## src/rtl/injection_module_core.sv

```systemverilog
// Two-stage registered logic cone (n1/n2/n3 -> y1/y2) with a parameter-driven
// stuck-at injector that forces one register during a counter-defined window.
module injection_module_core #(
    parameter int FAULT_EN    = 0,
    parameter int FAULT_NODE  = 0,
    parameter int FAULT_VAL   = 0,
    parameter int FAULT_START = 4,
    parameter int FAULT_LEN   = 4,
    parameter int CNT_W       = 16
) (
    input  logic clk,
    input  logic rstn,
    input  logic a,
    input  logic b,
    input  logic c,
    input  logic d,
    input  logic e,
    input  logic f,
    output logic y1,
    output logic y2
);

    // Window bounds carry one extra bit so START+LEN cannot wrap.
    localparam logic [CNT_W:0]   WIN_LO    = (CNT_W+1)'(FAULT_START);
    localparam logic [CNT_W:0]   WIN_HI    = WIN_LO + (CNT_W+1)'(FAULT_LEN);
    localparam logic             INJ_ON    = (FAULT_EN != 0) && (FAULT_LEN != 0);
    localparam logic [2:0]       NODE_SEL  = 3'(FAULT_NODE);
    localparam logic             FORCE_VAL = 1'(FAULT_VAL);
    localparam logic [CNT_W-1:0] CNT_MAX   = {CNT_W{1'b1}};

    logic             n1_q, n2_q, n3_q, y1_q, y2_q;
    logic             n1_d, n2_d, n3_d, y1_d, y2_d;
    logic [CNT_W-1:0] cnt_q, cnt_d;
    logic             win_s;
    logic [4:0]       force_s;

    // Fault window decode and one-hot selection of the forced register.
    always_comb begin
        win_s   = 1'b0;
        force_s = 5'b00000;
        if (INJ_ON && ({1'b0, cnt_q} >= WIN_LO) && ({1'b0, cnt_q} < WIN_HI)) begin
            win_s = 1'b1;
        end else begin
            win_s = 1'b0;
        end
        if (win_s) begin
            case (NODE_SEL)
                3'd0:    force_s = 5'b00001;
                3'd1:    force_s = 5'b00010;
                3'd2:    force_s = 5'b00100;
                3'd3:    force_s = 5'b01000;
                3'd4:    force_s = 5'b10000;
                default: force_s = 5'b00000;
            endcase
        end else begin
            force_s = 5'b00000;
        end
    end

    // Next-state for both pipeline stages and the saturating counter.
    always_comb begin
        n1_d  = force_s[0] ? FORCE_VAL : (a & b);
        n2_d  = force_s[1] ? FORCE_VAL : (c ^ d);
        n3_d  = force_s[2] ? FORCE_VAL : (e | f);
        y1_d  = force_s[3] ? FORCE_VAL : (n1_q | n2_q);
        y2_d  = force_s[4] ? FORCE_VAL : (n2_q & n3_q);
        cnt_d = cnt_q;
        if (cnt_q == CNT_MAX) begin
            cnt_d = cnt_q;
        end else begin
            cnt_d = cnt_q + CNT_W'(1);
        end
    end

    // State registers; reset wins over any window in progress.
    always_ff @(posedge clk) begin
        if (rstn) begin
            n1_q  <= 1'b0;
            n2_q  <= 1'b0;
            n3_q  <= 1'b0;
            y1_q  <= 1'b0;
            y2_q  <= 1'b0;
            cnt_q <= '0;
        end else begin
            n1_q  <= n1_d;
            n2_q  <= n2_d;
            n3_q  <= n3_d;
            y1_q  <= y1_d;
            y2_q  <= y2_d;
            cnt_q <= cnt_d;
        end
    end

    assign y1 = y1_q;
    assign y2 = y2_q;

endmodule

```

## config.mk

```make
export PLATFORM = sky130hd
export DESIGN_NAME = injection_module_core
export DESIGN_NICKNAME = d
export VERILOG_FILES = /design/src/rtl/injection_module_core.sv
export SDC_FILE = /design/constraint.sdc
export NUM_CORES = 1
export LEC_CHECK = 0
export ABC_AREA = 1
export CAP_MARGIN = 20
export CORE_AREA = 2 2 39 41
export DETAILED_ROUTE_END_ITERATION = 10
export DIE_AREA = 0 0 41 43
export PLACE_DENSITY = 0.42
export SLEW_MARGIN = 20
export SYNTH_ARGS = -nofsm -noshare
export SYNTH_HDL_FRONTEND = slang
export SYNTH_SLANG_ARGS = --single-unit
```

## constraint.sdc

```tcl
create_clock -name clk -period 0.9 [get_ports clk]
set_input_delay 0.27 -clock clk [delete_from_list [all_inputs] [get_ports clk]]
set_output_delay 0.27 -clock clk [all_outputs]
set_load 0.01 [all_outputs]
```

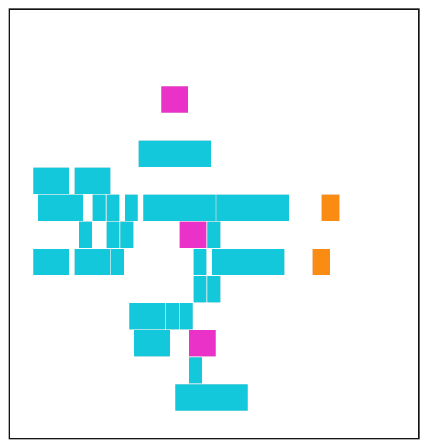
Figure 1: run 1, cell sizes after repair.
- orange: drive 2 (cells 2)
- cyan: drive 1 or less (cells 26)
- magenta: drive 3 to 4 (cells 3)
Worst Slack Setup Final: -24.2 ps
bufs w/o clock: 9
area delta synth->final: 86.6%
fin area: 278 sq um

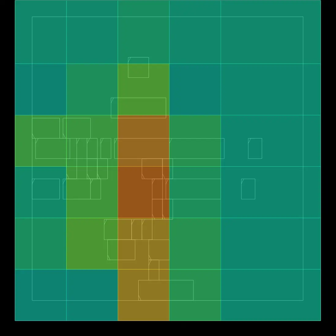
Figure 2: run 1, congestion heat map.
GRT Max-Usage Layer: met4
total global-route track usage: 5.53%
met2 Use GR: 5.31%

==> flow_metrics.env, run 1 <==
# source this file to load flow results
export IMPL_run_status="finished, violations left"
export IMPL_violations="negative setup slack"
export IMPL_firstDrtPassIters=2
export IMPL_ant_nets=0
export IMPL_logic_family="simple AND/OR/NAND/NOR gates"
export IMPL_slowest_stage="dfxtp_1"
export IMPL_antenna_found_initial=0
export IMPL_fin_nets=40
export IMPL_worst_slack_ps=-24.2
export IMPL_worstReg2RegStart="n2_q"
export IMPL_setup_viol=2
export IMPL_place_congestion=0.564
export IMPL_num_rows=14
export IMPL_fill_cells=159
export IMPL_buf_share_pct=29.7
export IMPL_worstPathCellList="buf_2"
export IMPL_cts_buffers=3
export IMPL_cts_hold_buf=0
export IMPL_mostFrequentLayoutCells="nor2_1, clkdlybuf4s50_1, dfxtp_1"
export IMPL_aoi_share_pct=0
export IMPL_rsz0062_at_grt="true"
export IMPL_insertion_delay_ps=240
export IMPL_worstPathArrival_ps=650
export IMPL_seq_power_mw=0.238
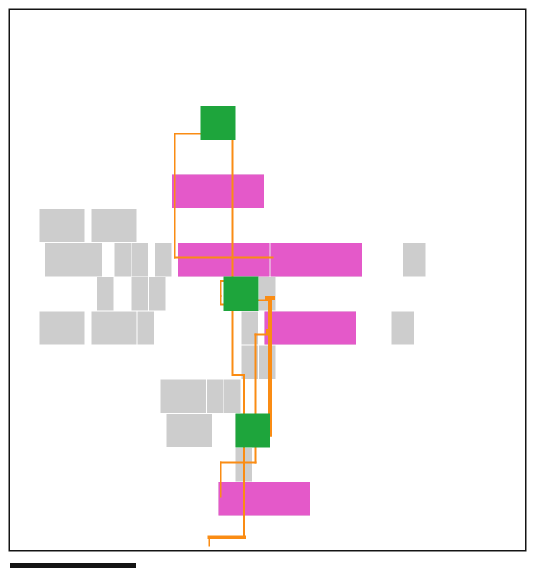
Figure 3: run 1, clock wires, drivers and flops.
Bar = 10 um.
- green: cells driving clock nets (count 3)
- magenta: flip-flops (count 5)
- orange: clock wires (length 94.6 um)
- routed clock nets: 4
- flops lie: center

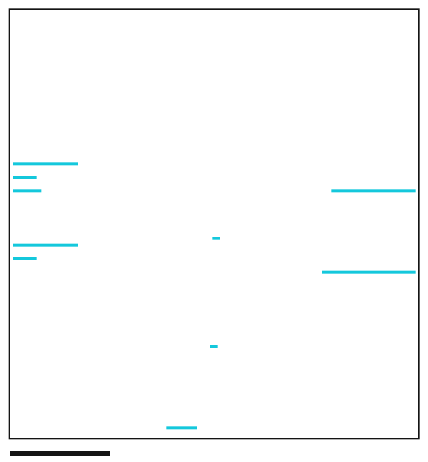
Figure 4: run 1, M3 wires.
Bar = 10 um.
- nets with wire on the layer: 9
- share of all routed wire: 12%
- wire length on this layer: 39.6 um

Figure 5. Routed metal, one color a layer (run 1).
Bar = 10 um.
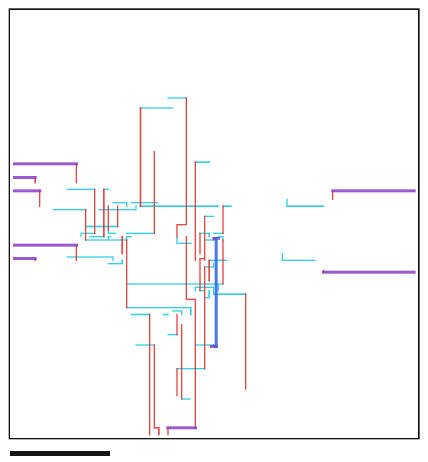

--- run 2 (diff from run 1) ---
--- a/config.mk
+++ b/config.mk
@@ -10,7 +10,6 @@
 export CORE_AREA = 2 2 39 41
 export DETAILED_ROUTE_END_ITERATION = 10
 export DIE_AREA = 0 0 41 43
-export PLACE_DENSITY = 0.42
 export SLEW_MARGIN = 20
 export SYNTH_ARGS = -nofsm -noshare
 export SYNTH_HDL_FRONTEND = slang
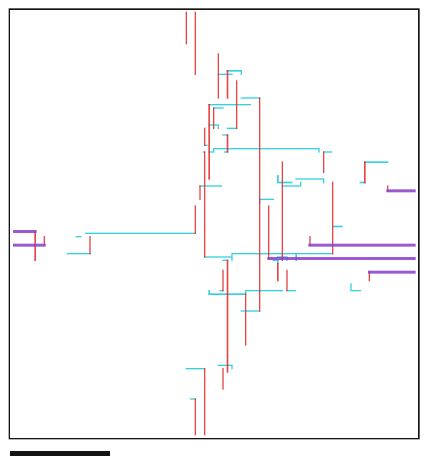
Figure 6: run 2, routed metal, one color a layer.
Bar = 10 um.
- red: met2 (wire length 139 um)
- purple: met3 (wire length 37.3 um)
- cyan: met1 (wire length 87.4 um)
WL per Instance: 5.60 um
total global-route track usage: 4.81%
drt total wl: 263 um

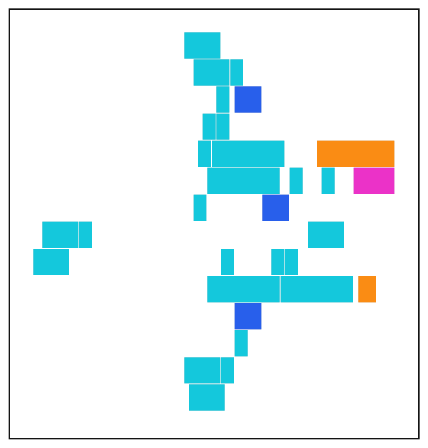
Figure 7: run 2, cell sizes after repair.
- orange: drive 2 (cells 2)
- magenta: drive 6 and up (cells 1)
- cyan: drive 1 or less (cells 25)
- blue: drive 3 to 4 (cells 3)
fin area: 283 sq um
area delta synth->final: 89.9%
Worst Slack Setup Final: -23.7 ps

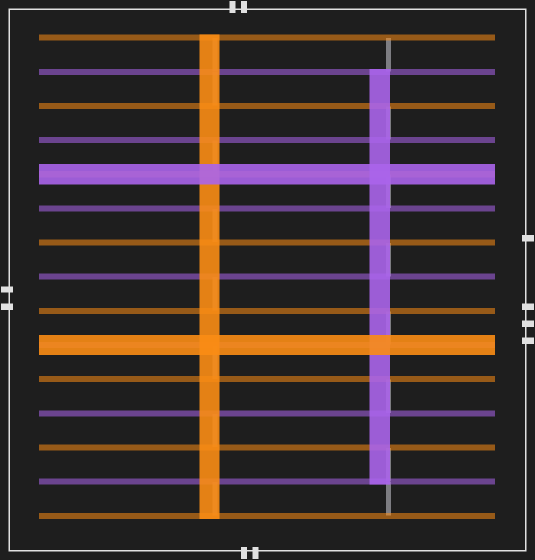
Figure 8: run 2, floorplan with the power grid.
Pins as bars on the die edge. Tap cells in gray.
- purple: VDD
- orange: VSS
- met1 rails: 15
- signal pins: 10
- rows: 14
- tap cells: 16

==> run 2 against run 1 <==
  * The run still ends with negative setup slack left
  * Combinational power increased by 5.7%
  * Cell count stayed put
  * Global-route usage shrank 0.72 points
  * Worst hold slack improved by 92 ps
  * Flip-flop count unchanged
  * Die area did not move
  * Critical endpoint unchanged
==> flow_metrics.env, run 2 <==
# source this file to load flow results
export IMPL_run_status="finished, violations left"
export IMPL_buffers=9
export IMPL_logic_family="simple AND/OR/NAND/NOR gates"
export IMPL_regToRegSetupSlack_ps=350
export IMPL_worstReg2RegStart="n2_q"
export IMPL_num_rows=14
export IMPL_warning_count=28
export IMPL_violations="negative setup slack"
export IMPL_setup_viol=2
export IMPL_slowest_stage="dfxtp_2"
export IMPL_ant_nets=0
export IMPL_aoi_share_pct=0
export IMPL_cts_hold_buf=0
export IMPL_insertion_delay_ps=240
export IMPL_top_usage_layer="met4"
export IMPL_grtUsageMet2_pct=5.63
export IMPL_sh_comb_area_pct=15.9
export IMPL_p_leak_nw=0.125
export IMPL_antenna_found_initial=0
export IMPL_worst_slack_ps=-23.7
export IMPL_rsz0062_at_grt="true"
export IMPL_fin_nets=40
export IMPL_worstPathCellList="buf_6"
export IMPL_place_congestion=0.506
export IMPL_cp_required_ps=630
export IMPL_mostFrequentLayoutCells="nor2_1, clkdlybuf4s50_1, nand2_1, dfxtp_1, clkbuf_4"
export IMPL_fill_cells=156
export IMPL_buf_share_pct=30.5
export IMPL_firstDrtPassIters=1
Power figures rest on the tool's default switching activity, not on a simulated workload.
